**Run 1: metal 3**

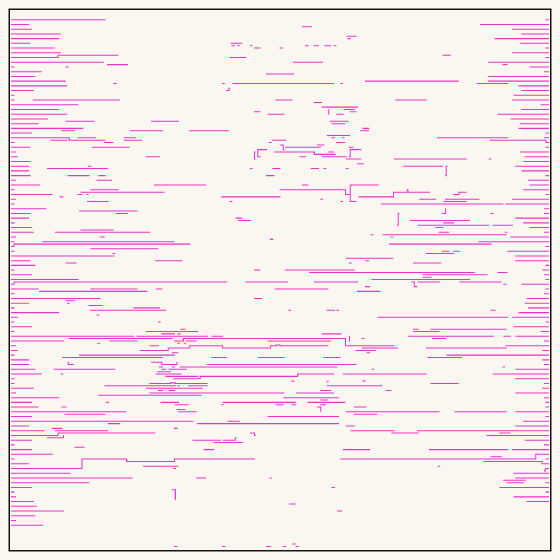
**Run 1: M2 wires**

The bar under the picture is 50 um long.
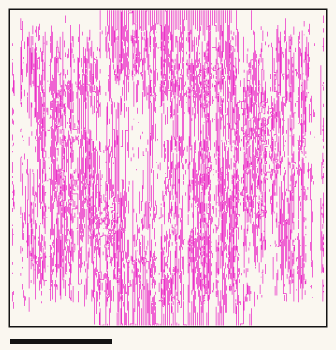
**Run 1: routed metal, one colour a layer**

The bar under the picture is 50 um long. Only two layers are drawn.
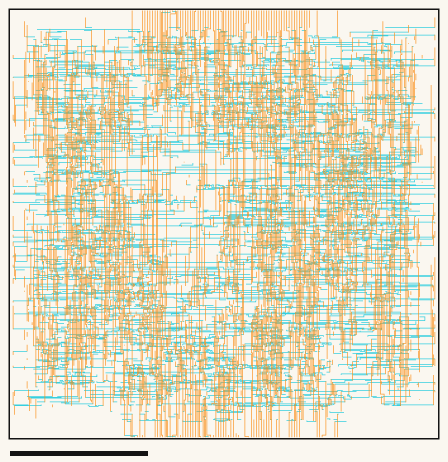
==> config.mk <==
export PLATFORM = sky130hd
export DESIGN_NAME = id_ex_stage_flat
export DESIGN_NICKNAME = d
export VERILOG_FILES = /design/src/rtl/riscv_pkg.sv /design/src/rtl/id_ex_stage_if.sv /design/src/rtl/forward_unit.sv /design/src/rtl/id_ex_stage.sv /design/src/flat_wrapper.sv
export SDC_FILE = /design/constraint.sdc
export NUM_CORES = 1
export LEC_CHECK = 0
export ABC_AREA = 1
export CAP_MARGIN = 20
export CORE_MARGIN = 5
export CORE_UTILIZATION = 46
export CTS_BUF_LIST = sky130_fd_sc_hd__clkbuf_8
export CTS_CLUSTER_SIZE = 16
export DETAILED_ROUTE_END_ITERATION = 10
export GPL_TIMING_DRIVEN = 0
export PLACE_DENSITY = 0.91
export SYNTH_ARGS = -nofsm -noshare
export SYNTH_HDL_FRONTEND = slang
export SYNTH_HIERARCHICAL = 1
export SYNTH_SLANG_ARGS = --single-unit
==> constraint.sdc <==
create_clock -name clk -period 3.1 [get_ports clk]
set_input_delay 0.62 -clock clk [delete_from_list [all_inputs] [get_ports clk]]
set_output_delay 0.62 -clock clk [all_outputs]
set_load 0.01 [all_outputs]
==> ci_impl_report.md, run 1 <==
### Yosys + OpenROAD results

| Metric | Value |
|---|---|
| Status | `complete, but fails checks` |
| Failing checks | `setup timing` |
| CP max stage cell | `dfrtp_1` |
| Share of layout cells above drive strength 1 | `20.37%` |
| Register share after synthesis | `39.34%` |
| Unique cell types | `23` |
| Crit-path max cell delay | `0.44 ns` |
| Largest net degree at the start of global routing | `97` |
| 1st-pass router iterations | `7` |
| Post-CTS Hold Buffers | `0` |
| Highest clock rate | `around 320 MHz` |
| Worst skew pair latency | `0.46 ns` |
| Post-synthesis cell count | `1,394` |
| Number of antenna violations at the first check in global routing | `2` |
| RSZ-0062 raised after global routing | `true` |
| Fillers | `roughly 1,800` |
| Worst R2R Setup Slack | `1.01 ns` |
| Top cells excl fill/tap | `528 x nand2_1, 229 x clkdlybuf4s50_1, 213 x nand3_1` |
| Levels on crit path | `11` |
| Antenna diodes | `0` |
| Area added between synthesis and finish | `48.72%` |
| Dpl hpwl | `31,270 um` |
| Syn_nets | `1,627` |
| Lkg Pwr | `around 0.0079 uW` |
| Pwr dens | `437.0 mW/mm^2` |
| Setup Viol. Count Final | `1` |
| VDD IR max | `300.6 uV` |
| Startpoint Class | `register` |
| Vias/cell | `5.449` |
| Worst EP arrival | `2.49 ns` |
| Detailed router's first-iteration violation count | `1,181` |
| Max reg flops | `143` |
| Cell family with most CP delay | `simple AND/OR/NAND/NOR gates` |
| Part of the cycle the worst path needs | `100.4%` |
| Crit-path cells | `inv_2 -> nand2_1 -> nand2_2 -> nor3_4 -> nand3_4 -> buf_4 -> buf_6 -> nand3_1 -> nand2_1 -> mux2_2 -> clkbuf_2` |
| Post-synthesis average cell area | `6.982 sq um` |
| Fin util | `69.08%` |
| Worst-margin pin slew | `0.7907 ns` |
| Crit-path max FO | `6` |
| Setup TNS Final | `-0.01143 ns` |
| CP Capture Type | `primary output` |
| Die Height | `155.5 um` |
| WP data required | `2.48 ns` |
| CTS Root Cell | `clkbuf_8` |
| Tool warnings | `28` |
| Cell Area, Synth | `0.009733 sq mm` |
| Fin. Hold Viols | `0` |
| MaxCap Viol Count | `0` |
| YS warnings | `6` |
| Num rows | `53` |
| Die W | `155.5 um` |
| Most frequent logic cell in the layout | `nand2_1` |
| H-tree levels | `4` |
| Worst Skew | `0.01410 ns` |
| Die area | `between 0.02 and 0.025 sq mm` |
| Yosys reg bits | `~150` |
| CTS Sinks | `153` |
| Buffers on Ports | `approximately 340` |
| Crit Path Category | `register to primary output` |
| Pins Over Slew Limit | `0` |
| Post-route ant nets | `0` |
| Core ar. | `0.02096 sq mm` |
| Routability cong. | `slightly below 1` |
| Vias in the first global route | `11,210` |
| First-pass GRT wire length | `~60,000 um` |
| Ys cells | `1,394` |
| I/O Pins | `343` |
| FF-to-FF path depth | `11` |
| CTS tree | `built` |
| Relative slew slack | `between 40% and 50%` |
| CP bufs+invs | `4` |
| Worst-case clock buffer depth | `2` |
| Final #Nets | `2,022` |
| Tmin final | `3.111 ns` |
| Power, Total | `roughly 6300 uW` |
| Drc violations | `0` |
| Final WS setup | `-0.01143 ns` |
| DP Worst Slack | `-0.7986 ns` |
| GRT overflow | `0` |
| Hold WC Path Type | `primary input to async pin` |
| Fp util | `46.45%` |
| Clock transition at path regs | `0.10 ns` |
| Number of buffers created by CTS | `17` |
| Most used cell, CP | `nand2_1` |
| Yosys Chip Area | `0.009733 sq mm` |
About 'metal 3':
longest straight run	61.2 um
wire length on this layer	4,340 um
nets with wire on the layer	399
met3 GRT Util: 8.734%
Post-Route WL: 41,370 um
total number of vias: 11,320

About 'M2 wires':
main direction	vertical
nets with wire on the layer	1,684
share of all routed wire	47%
longest straight run	64.1 um
wire length on this layer	19,200 um
met2 GRT Util: 53.40%

About 'routed metal, one colour a layer':
layer	colour	wire length
M1	cyan	15,500 um
M2	orange	19,200 um
drt wl/cell: 19.92 um
All-Layer GR Usage: 32.56%

[run 1: worst reg2reg max path: cells and delay by family, from the launching register on]
kind	cells	cell delay (ns)
flops	1	0.48
buf+inv	3	0.89
simple gates	8	0.68
[run 1: cells by family (layout without fill, tap and decap cells)]
logic type,after synthesis,after routing,synth area share (%)
AOI/OAI and AO/OA,8,8,0.4884
xor gates and xnor gates,3,3,0.2700
buffers and inverters,279,687,13.13
DFF,153,153,39.34
muxes,64,64,7.405
and+or+nand+nor,887,887,39.38
[run 1: synthesized netlist by cell type]
cell      instances  share of area [%]
a21boi_1          2               0.15
buf_1             8               0.31
buf_2            40                2.1
buf_4            22                1.7
buf_6            13                1.5
clkbuf_1         20               0.77
dfrtp_1         153                 39
inv_1           166                6.4
inv_2            10               0.39
mux2_2           64                7.4
nand2_1         571                 22
nand2_2           1              0.064
nand3_1         226                 12
nand3_2           4               0.41
nand4_1          65                4.2
nor2_1           15               0.58
nor2_2            1              0.064
nor2_4            2               0.23
nor3_2            2               0.21
o21ai_0           4               0.21
o22ai_1           2               0.13
xnor2_1           1              0.090
xor2_1            2               0.18
[run 1: stage by stage]
| stage | instances | hold slack (ns) | instance area [sq um] |
|---|---|---|---|
| finish | 2077 | 0.1194 | 14480 |
| global route | 2077 | 0.1542 | 14480 |
| detailed placement | 2011 | 0.4544 | 13520 |
| floorplan | 1394 | 0.3244 | 9733 |
| CTS | 2071 | 0.1272 | 14200 |
| global placement | 2010 | 0.4478 | 13490 |
[run 1: layout make-up]
| cell class | count | area [sq um] | area share, % |
|---|---|---|---|
| inverter | 176 | 670.6 | 4.633 |
| multi-input combinational | 962 | 4908 | 33.91 |
| buffer | 97 | 700.7 | 4.841 |
| clock buffer | 17 | 234.0 | 1.616 |
| tap | 275 | 344.1 | 2.377 |
| clock inverter | 15 | 176.4 | 1.219 |
| timing repair buffer | 382 | 3611 | 24.95 |
| sequential | 153 | 3830 | 26.46 |
[run 1: per-layer routing]
layer	share of wire (%)	wire, um	global-route usage (%)	vias to the layer above
met2	46	19240	53.40	705
met5	0.060	25	0	-
met4	5.4	2240	16.34	4
met3	10	4340	8.734	148
li1	-	-	-	5182
met1	38	15530	39.53	5279
[run 1: what timing repair did]
action | 4_1_cts | 5_1_grt
gates cloned | 3 | 2
buffers inserted | 27 | 9
pin swaps | 14 | 21
endpoints found under the setup margin | 97 | 88
gates resized | 327 | 138
[run 1: report_power, final]
group	internal [uW]	total [uW]	switching, uW
Clock	749	1640	894
Combinational	1100	2280	1180
Sequential	2240	2410	166
==> run 2: changes to the inputs <==
--- a/config.mk
+++ b/config.mk
@@ -13,6 +13,7 @@
 export CTS_CLUSTER_SIZE = 16
 export DETAILED_ROUTE_END_ITERATION = 10
 export GPL_TIMING_DRIVEN = 0
+export HOLD_SLACK_MARGIN = 0.02
 export PLACE_DENSITY = 0.91
 export SYNTH_ARGS = -nofsm -noshare
 export SYNTH_HDL_FRONTEND = slang
**Run 2: M2 wires**

The bar under the picture is 50 um long.
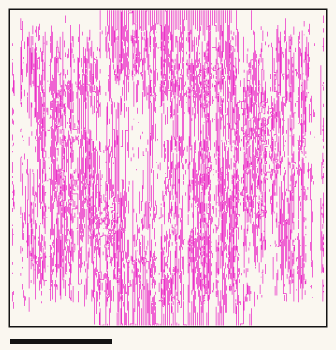
share of all routed wire	47%
nets with wire on the layer	1,684
wire length on this layer	19,200 um

**Run 2: metal 3**

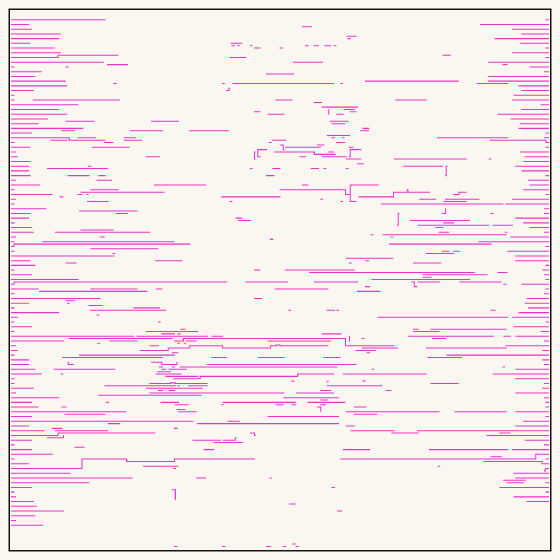
share of all routed wire	10%
nets with wire on the layer	399
wire length on this layer	4,340 um
longest straight run	61.2 um

==> run 2 against run 1 <==
  * The run still ends with setup timing left
  * Core utilization did not move
  * Sequential cell count did not move
  * Non-clock buffer count is the same
  * Sequential share of layout area stayed put
  * Area after synthesis did not move
  * Clock skew unchanged
==> ci_impl_report.md, run 2 <==
### Yosys + OpenROAD results

| Metric | Value |
|---|---|
| Share of layout cells above drive strength 1 | `20.37% (unchanged)` |
| FF-to-FF path depth | `11 (unchanged)` |
| GRT overflow | `0 (unchanged)` |
| Cell Area, Synth | `0.009733 sq mm (unchanged)` |
| Post-CTS Hold Buffers | `0 (unchanged)` |
| CTS tree | `built (unchanged)` |
| Pins Over Slew Limit | `0 (unchanged)` |
| Highest clock rate | `321.4 MHz (unchanged)` |
| Detailed router's first-iteration violation count | `1,181 (unchanged)` |
| Setup Viol. Count Final | `1 (unchanged)` |
| Max reg flops | `143 (unchanged)` |
| RSZ-0062 raised after global routing | `true (unchanged)` |
| H-tree levels | `4 (unchanged)` |
| Inst Count DP | `2,011 (unchanged)` |
| WP data required | `2.48 ns (about the same)` |
| Most common library cells after synthesis | `571 x nand2_1, 226 x nand3_1, 166 x inv_1 (unchanged)` |
| Num rows | `53 (unchanged)` |
| Part of the cycle the worst path needs | `100.4% (unchanged)` |
| Antenna diodes | `0 (unchanged)` |
| Vias/cell | `5.449 (unchanged)` |
| Final WS setup | `-0.01143 ns (unchanged)` |
| Worst-margin pin slew | `0.7907 ns (unchanged)` |
| Count leader, synth | `nand2_1 (unchanged)` |
| Pwr dens | `437.0 mW/mm^2 (unchanged)` |
| Number of buffers created by CTS | `17 (unchanged)` |
| Final Non-Filler Cells | `2,077 (unchanged)` |
| Die area | `0.02417 sq mm (unchanged)` |
| Top cells excl fill/tap | `528 x nand2_1, 229 x clkdlybuf4s50_1, 213 x nand3_1 (unchanged)` |
| Largest area contributor in the netlist | `dfrtp_1 (unchanged)` |
| Worst EP arrival | `2.49 ns (about the same)` |
| Grt met1 use | `39.53% (unchanged)` |
| Area added between synthesis and finish | `48.72% (unchanged)` |
| Synth area leaders | `dfrtp_1 39%, nand2_1 22%, nand3_1 12% (unchanged)` |
| CTS Sinks | `153 (unchanged)` |
| 1st-pass router iterations | `7 (unchanged)` |
| DP Worst Slack | `-0.7986 ns (unchanged)` |
| Buffers on Ports | `341 (unchanged)` |
| Lkg Pwr | `0.007922 uW (unchanged)` |
| Crit-path max FO | `6 (unchanged)` |
| All-Layer GR Usage | `32.56% (unchanged)` |
| Failing checks | `setup timing (unchanged)` |
| Fin. Hold Viols | `0 (unchanged)` |
| Largest net degree at the start of global routing | `97 (unchanged)` |
| Met2 GRT Util | `53.40% (unchanged)` |
| Syn_nets | `1,627 (unchanged)` |
| Yosys reg bits | `153 (unchanged)` |
| Yosys Chip Area | `0.009733 sq mm (unchanged)` |
| GR peak layer | `met2 (unchanged)` |
| CP Capture Type | `primary output (unchanged)` |
| CTS Root Cell | `clkbuf_8 (unchanged)` |
| Status | `complete, but fails checks (unchanged)` |
| Fp util | `46.45% (unchanged)` |
| Core ar. | `0.02096 sq mm (unchanged)` |
| Post-synthesis cell count | `1,394 (unchanged)` |
| Tmin final | `3.111 ns (unchanged)` |
| Drc violations | `0 (unchanged)` |
| Crit Path Category | `register to primary output (unchanged)` |
| Clock transition at path regs | `0.10 ns (about the same)` |
| Post-synth ARST share | `100.0% (unchanged)` |
| Register share after synthesis | `39.34% (unchanged)` |
| Tool warnings | `28 (unchanged)` |
**Run 2: clock routing**

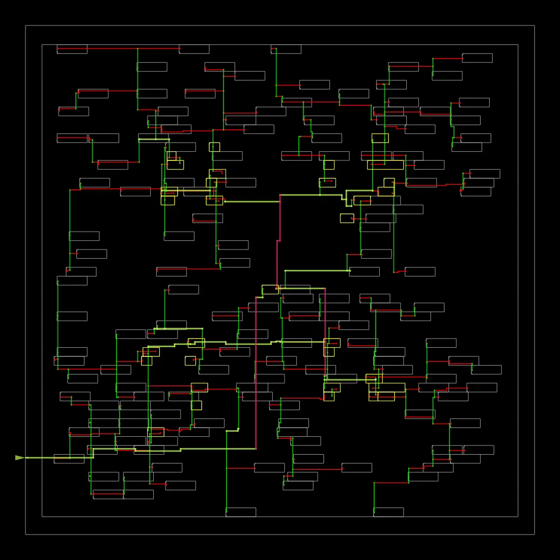
clk_buf instances: 17
worst skew pair latency: 0.46 ns

-- run 2: cell counts after synthesis --
Identical to the previous run, type by type.
-- run 2: repair_timing --
| action | in CTS | in global routing |
|---|---|---|
| cloned | 3 | 2 |
| buffers inserted | 27 | 9 |
| gates resized | 327 | 138 |
| endpoints found under the setup margin | 97 | 88 |
| pin swaps | 14 | 21 |
-- run 2: layout make-up --
type	count	area (sq um)	share of cell area (%)
Tap cell	275	344.1	2.377
Sequential cell	153	3830	26.46
Clock buffer	17	234.0	1.616
Buffer	97	700.7	4.841
Inverter	176	670.6	4.633
Clock inverter	15	176.4	1.219
Multi-Input combinational cell	962	4908	33.91
Timing Repair Buffer	382	3611	24.95
-- run 2: power breakdown --
| group | internal, uW | total, uW | switching [uW] |
|---|---|---|---|
| Combinational | 1100 | 2280 | 1180 |
| Sequential | 2240 | 2410 | 166 |
| Clock | 749 | 1640 | 894 |
| Total | 4090 | 6330 | 2240 |
-- run 2: metrics by stage --
step	instance area, sq um	power [uW]	hold WS [ns]	TNS, ns
6_report	14480	6325	0.1194	-0.01143
5_1_grt	14480	6636	0.1542	-0.8557
4_1_cts	14200	6193	0.1272	-0.09126
3_5_place_dp	13520	4655	0.4544	-62.61
3_3_place_gp	13490	4614	0.4478	-814.87
2_1_floorplan	9733	3436	0.3244	0
-- run 2: kinds of logic after synthesis --
group,synth area share (%)
AND-OR/OR-AND,0.4884
flip-flops,39.34
multiplexers,7.405
XOR/XNOR,0.2700
AND/OR/NAND/NOR,39.38
buffers and inverters,13.13
-- run 2: worst max-delay path, cell delays in order, from the launching register on --
cell	delay (ns)
dfrtp_1	0.44
inv_2	0.07
nand2_1	0.09
nand2_2	0.08
nor3_4	0.20
nand3_4	0.22
buf_4	0.21
buf_6	0.12
nand3_1	0.10
nand2_1	0.09
mux2_2	0.28
clkbuf_2	0.13
-- run 2: routing by layer --
layer | up-vias | routed length (um)
li1 | 5182 | -
met1 | 5279 | 15530
met2 | 705 | 19240
met3 | 148 | 4340
met4 | 4 | 2240
met5 | - | 25
Power and IR drop assume default switching activity.
